<file path="src/rtl/console_tx_ctrl.sv">
// console_tx_ctrl
// Buffers console byte writes from the core in a small FIFO and drains them
// as 8-N-1 UART frames (8-E-1 when CONSOLE_TX_PARITY_EN is defined).
// The core is never stalled; writes into a full FIFO are dropped and flagged.
//
// Optional feature macro: CONSOLE_TX_PARITY_EN (adds one even-parity bit
// between the data bits and the stop bit).
//
// Ports:
//   clk            in   system clock, rising edge
//   reset          in   synchronous, active-high
//   console_we     in   one byte write per high cycle
//   console_wdata  in   [31:0], only [7:0] are queued
//   tx             out  serial line, idle high, registered
//   busy           out  frame on the line (FSM not idle)
//   overflow       out  sticky, a write was dropped on a full FIFO
//   fifo_count     out  bytes queued, excluding the byte in flight
//   drained        out  FIFO empty and FSM idle
//
// state  | meaning
// -------+--------------------------------------------------------------
// IDLE   | line high, waiting for a queued byte
// START  | start bit (tx=0) for one bit time
// DATA   | 8 data bits, LSB first, one bit time each
// PARITY | even parity over the data byte (parity build only)
// STOP   | stop bit (tx=1); chains straight into START if more is queued

module console_tx_ctrl #(
   parameter int CLKS_PER_BIT = 868,
   parameter int FIFO_DEPTH   = 16
) (
   input  logic                          clk,
   input  logic                          reset,
   input  logic                          console_we,
   input  logic [31:0]                   console_wdata,
   output logic                          tx,
   output logic                          busy,
   output logic                          overflow,
   output logic [$clog2(FIFO_DEPTH):0]   fifo_count,
   output logic                          drained
);

   localparam int AW = $clog2(FIFO_DEPTH);
   localparam int CW = AW + 1;
   localparam int TW = $clog2(CLKS_PER_BIT);

   localparam logic [CW-1:0] DEPTH_C    = CW'(FIFO_DEPTH);
   localparam logic [TW-1:0] TIMER_LOAD = TW'(CLKS_PER_BIT - 1);

   typedef enum logic [2:0] {
      S_IDLE   = 3'd0,
      S_START  = 3'd1,
      S_DATA   = 3'd2,
`ifdef CONSOLE_TX_PARITY_EN
      S_PARITY = 3'd3,
`endif
      S_STOP   = 3'd4
   } state_t;

   state_t            r_state;
   state_t            w_state_nxt;

   logic [7:0]        r_mem [FIFO_DEPTH];
   logic [AW-1:0]     r_wr_ptr;
   logic [AW-1:0]     r_rd_ptr;
   logic [CW-1:0]     r_count;
   logic              r_overflow;

   logic [TW-1:0]     r_timer;
   logic [2:0]        r_bit_idx;
   logic [7:0]        r_shift;
   logic              r_tx;

   logic [TW-1:0]     w_timer_nxt;
   logic [2:0]        w_bit_idx_nxt;
   logic [7:0]        w_shift_nxt;
   logic              w_tx_nxt;
   logic              w_pop;

`ifdef CONSOLE_TX_PARITY_EN
   logic              r_parity;
   logic              w_parity_nxt;
`endif

   logic              w_full;
   logic              w_empty;
   logic              w_push;
   logic              w_bit_done;
   logic [7:0]        w_head;
   logic              w_unused;

   assign w_full     = (r_count == DEPTH_C);
   assign w_empty    = (r_count == '0);
   // Full is judged on the count before this edge, so a same-edge pop
   // does not rescue a write into a full FIFO.
   assign w_push     = console_we && !w_full;
   assign w_bit_done = (r_timer == '0);
   assign w_head     = r_mem[r_rd_ptr];
   assign w_unused   = ^console_wdata[31:8];

   always_comb begin
      w_state_nxt   = r_state;
      w_pop         = 1'b0;
      w_timer_nxt   = r_timer - 1'b1;
      w_bit_idx_nxt = r_bit_idx;
      w_shift_nxt   = r_shift;
`ifdef CONSOLE_TX_PARITY_EN
      w_parity_nxt  = r_parity;
`endif

      case (r_state)
         S_IDLE: begin
            w_timer_nxt = TIMER_LOAD;
            if (!w_empty) begin
               w_pop         = 1'b1;
               w_shift_nxt   = w_head;
               w_bit_idx_nxt = 3'd0;
`ifdef CONSOLE_TX_PARITY_EN
               w_parity_nxt  = ^w_head;
`endif
               w_state_nxt   = S_START;
            end
         end
         S_START: begin
            if (w_bit_done) begin
               w_timer_nxt = TIMER_LOAD;
               w_state_nxt = S_DATA;
            end
         end
         S_DATA: begin
            if (w_bit_done) begin
               w_timer_nxt = TIMER_LOAD;
               if (r_bit_idx == 3'd7) begin
`ifdef CONSOLE_TX_PARITY_EN
                  w_state_nxt = S_PARITY;
`else
                  w_state_nxt = S_STOP;
`endif
               end else begin
                  w_bit_idx_nxt = r_bit_idx + 3'd1;
                  w_shift_nxt   = {1'b0, r_shift[7:1]};
               end
            end
         end
`ifdef CONSOLE_TX_PARITY_EN
         S_PARITY: begin
            if (w_bit_done) begin
               w_timer_nxt = TIMER_LOAD;
               w_state_nxt = S_STOP;
            end
         end
`endif
         S_STOP: begin
            if (w_bit_done) begin
               w_timer_nxt = TIMER_LOAD;
               // Chain the next queued byte with no idle gap on the line.
               if (!w_empty) begin
                  w_pop         = 1'b1;
                  w_shift_nxt   = w_head;
                  w_bit_idx_nxt = 3'd0;
`ifdef CONSOLE_TX_PARITY_EN
                  w_parity_nxt  = ^w_head;
`endif
                  w_state_nxt   = S_START;
               end else begin
                  w_state_nxt = S_IDLE;
               end
            end
         end
         default: begin
            w_timer_nxt = TIMER_LOAD;
            w_state_nxt = S_IDLE;
         end
      endcase

      // tx is registered from the next state so it changes on the same
      // edge as the state it belongs to.
      case (w_state_nxt)
         S_START:  w_tx_nxt = 1'b0;
         S_DATA:   w_tx_nxt = w_shift_nxt[0];
`ifdef CONSOLE_TX_PARITY_EN
         S_PARITY: w_tx_nxt = w_parity_nxt;
`endif
         default:  w_tx_nxt = 1'b1;
      endcase
   end

   always_ff @(posedge clk) begin
      if (reset) begin
         r_state    <= S_IDLE;
         r_wr_ptr   <= '0;
         r_rd_ptr   <= '0;
         r_count    <= '0;
         r_overflow <= 1'b0;
         r_timer    <= TIMER_LOAD;
         r_bit_idx  <= 3'd0;
         r_shift    <= 8'd0;
         r_tx       <= 1'b1;
`ifdef CONSOLE_TX_PARITY_EN
         r_parity   <= 1'b0;
`endif
      end else begin
         r_state   <= w_state_nxt;
         r_timer   <= w_timer_nxt;
         r_bit_idx <= w_bit_idx_nxt;
         r_shift   <= w_shift_nxt;
         r_tx      <= w_tx_nxt;
`ifdef CONSOLE_TX_PARITY_EN
         r_parity  <= w_parity_nxt;
`endif
         if (w_push) r_wr_ptr <= r_wr_ptr + 1'b1;
         if (w_pop)  r_rd_ptr <= r_rd_ptr + 1'b1;
         case ({w_push, w_pop})
            2'b10:   r_count <= r_count + 1'b1;
            2'b01:   r_count <= r_count - 1'b1;
            default: r_count <= r_count;
         endcase
         if (console_we && w_full) r_overflow <= 1'b1;
      end
   end

   always_ff @(posedge clk) begin
      if (!reset && w_push) r_mem[r_wr_ptr] <= console_wdata[7:0];
   end

   assign tx         = r_tx;
   assign busy       = (r_state != S_IDLE);
   assign overflow   = r_overflow;
   assign fifo_count = r_count;
   assign drained    = w_empty && (r_state == S_IDLE);

endmodule

</file>
<file path="config.mk">
export PLATFORM = sky130hd
export DESIGN_NAME = console_tx_ctrl
export DESIGN_NICKNAME = d
export VERILOG_FILES = /design/src/rtl/console_tx_ctrl.sv
export SDC_FILE = /design/constraint.sdc
export NUM_CORES = 1
export LEC_CHECK = 0
export CORE_MARGIN = 2
export CORE_UTILIZATION = 57
export DETAILED_ROUTE_END_ITERATION = 10
export MAX_ROUTING_LAYER = met4
export PLACE_DENSITY = 0.77
export SLEW_MARGIN = 20
export SYNTH_ARGS = -nofsm -noshare
export SYNTH_HDL_FRONTEND = slang
export SYNTH_SLANG_ARGS = --single-unit
</file>
<file path="constraint.sdc">
create_clock -name clk -period 7.6 [get_ports clk]
set_input_delay 1.52 -clock clk [delete_from_list [all_inputs] [get_ports clk]]
set_output_delay 1.52 -clock clk [all_outputs]
set_load 0.01 [all_outputs]
</file>
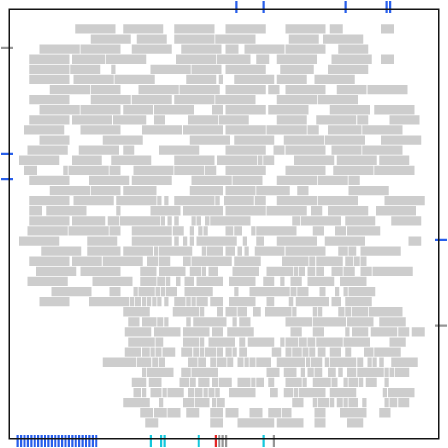
pins.png
Pins as bars across the die edge, other pins in grey.
Key: console_we = red [pins 1, direction input, edge bottom]; fifo_count = cyan [pins 5, direction output, edge bottom]; console_wdata = blue [pins 32, direction input, edge 24 bottom, 5 top, 2 left, 1 right]

==> reports/metrics.cfg <==
[run_status]
run_status=complete, no violations

[sta]
tns_ns=0
post-route-min-period_ns=4.22
hold_slack_ns=0.426
grt_setup_unrepaired=no
hold_violations=0
final_min_period_over_clock_period_pct=55.5
worst_clock_skew_ns=0.0109
final_setup_fails=0
slew-limit-headroom_pct=36.9
layout_setup_ws_ns=3.38
max_freq_mhz=237

[finish]
layout.nonclk_buf_share_pct=2.68
layout-drive-gt1-share_pct=15.5
comb_area_share_pct=27.6
postLayoutCellArea_um2=7950
finalNonFillerCells=659
flops=171
logic_area_um2=2190
lay_top_cells=128 x sky130_fd_sc_hd__edfxtp_1, 51 x sky130_fd_sc_hd__nor2_1, 42 x sky130_fd_sc_hd__dfxtp_1
non_clock_inverter_count=13
area_share_clock_buf_inv_pct=7.23
top_cell_excl_fill_tap=sky130_fd_sc_hd__edfxtp_1
dominant_cells=registers
insertedDiodeCount=0
areaGrowthSynthToFinish_pct=12.6
filler_cell_count=836
sequential_cell_area_um2=4710
final_core_util_pct=65.9

[synthesis]
yosysUniqueCellTypes=57
yosys.area.top_type=sky130_fd_sc_hd__edfxtp_1
synth_top_area_share_pct=54.5
synthesis.yosys.warnings=0
synth_area_um2=7060
mappedNetlistNets=507
asyncSetResetFlopFracSynth_pct=0
yosys.cell_count.top_type=sky130_fd_sc_hd__edfxtp_1
most_frequent_cells_after_synthesis=128 x sky130_fd_sc_hd__edfxtp_1, 51 x sky130_fd_sc_hd__nor2_1, 43 x sky130_fd_sc_hd__dfxtp_1
synth-edff-count=128
ys.flop_type=sky130_fd_sc_hd__edfxtp_1

[routing]
top_layer=met4
dr_total_vias=3998
finalWirelength_um=13900
remaining_antenna_violation_count_after_routing=0
remaining_drc_errors=0
met1Wirelength_um=5810
viasPerCell=6.07
avgRoutedWirePerCell_um=21.1
met2_length_um=7090
met3WireLength_um=769

[placement]
placement.io_buffers=19
dpl.cell_count=627
placedInstanceArea_um2=7370

[power_and_ir_drop]
internal-power_mw=1.83
p_switching_mw=0.716
p_leak_nw=2.60
vdd_ir_drop_max_v=0.000204
fin_total_pwr_mw=2.54
netSwitchingFraction_pct=28.2
part_of_the_total_power_dissipated_in_the_clock_network_pct=32.9

[clock_network]
cts-hold-fix-buffers=0
cts_buffers=17
cts-root-to-sink-buffers=2
tritoncts_clock_tree=done
post_cts_resized=0
clk_pin_slew_ns=0.06
cts.sink_count=171

[grt]
first_pass_grt_wire_length_um=21900
grt_overflow=0
initial_antenna_violation_count=0
number_of_global_route_vias_before_repair=4009
globalRouteMet3Util_pct=6.06
met1_usage_in_global_routing_pct=30.8
busiest_layer=met2

[die]
core_util_floorplan_pct=58.5
total_die_area_um2=13300
nWellTaps=168
floorplan.rows=40
floorplan.io_pins=44
die-width_um=115

[flow_run]
max-cap-violations=0

[critical_path]
critical_path_class=primary input to flop
end_kind=flop
worst_ep_arrival_time_ns=4.53
crit_path_cell_trace=clkdlybuf4s50_1 > inv_1 > a21oi_1 > inv_1 > ha_1 > xor2_1 > ha_1 > a31o_2 > o21ai_0 > nor3b_1 > mux2_2
cp_slowest_cell=sky130_fd_sc_hd__a21oi_1
cp_data_required_time_ns=7.91
worst_path_largest_cell_delay_ns=0.64
path_max_fanout=11
crit_path_start_kind=primary input

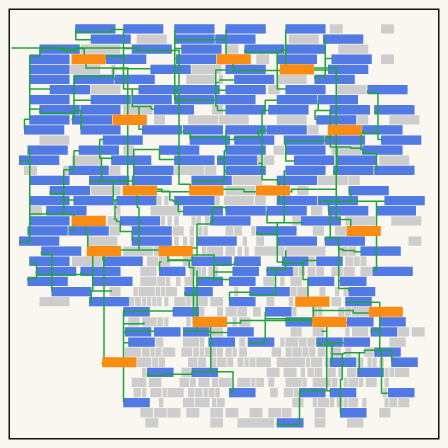
clock_map.png
Key: flip-flops = blue [count 171]; clock wires = green [length 1,770 um]; cells driving clock nets = orange [count 17]
There are 18 routed clock nets.

## final timing paths
| path | start | endpoint | slack (ns) | cells past startpoint |
|---|---|---|---|---|
| hold reg to reg | r_timer[0] | r_timer[0] | 0.43 | 1 |
| setup reg to reg | r_timer[0] | fifo_count[2] | 3.79 | 12 |
| hold / removal | r_timer[0] | r_timer[0] | 0.43 | 1 |
| setup / recovery | console_we | fifo_count[2] | 3.38 | 11 |
## power groups by stage
| stage | combinational, mW | clock (mW) | sequential, mW |
|---|---|---|---|
| floorplan | 0.441 | 0 | 1.12 |
| global placement | 0.561 | 0 | 1.14 |
| detailed placement | 0.581 | 0 | 1.14 |
| CTS | 0.585 | 0.850 | 1.13 |
| global route | 0.636 | 0.884 | 1.14 |
| finish | 0.579 | 0.837 | 1.13 |
## registers in the layout, indices dropped and copies added, names as in the netlist, named ones only
| name | cells |
|---|---|
| r_wr_ptr | 4 |
| r_mem | 128 |
| r_timer | 10 |
| r_rd_ptr | 4 |
| r_bit_idx | 3 |
| overflow | 1 |
| fifo_count | 5 |
| r_shift | 8 |
| tx | 1 |
| r_state | 3 |
## worst max-delay path, delay by kind of cell
family,cells,cell delay (ns)
fa+ha+maj,2,0.56
xor+xnor,1,0.19
mux,1,0.36
compound gates,3,1.00
simple gates,1,0.23
buf+inv,3,0.68
## cell families (layout without fill, tap and decap cells)
| group | after synthesis | count (layout) | synth area share (%) |
|---|---|---|---|
| multiplexers | 38 | 38 | 11.1 |
| buffers and inverters | 38 | 67 | 2.23 |
| XOR/XNOR | 16 | 16 | 1.99 |
| flip-flops | 171 | 171 | 66.7 |
| adder cells (fa/ha/maj) | 10 | 10 | 1.77 |
| AND/OR/NAND/NOR | 124 | 124 | 9.33 |
| AND-OR/OR-AND | 65 | 65 | 6.92 |
Power is estimated from default activity; no workload was simulated.
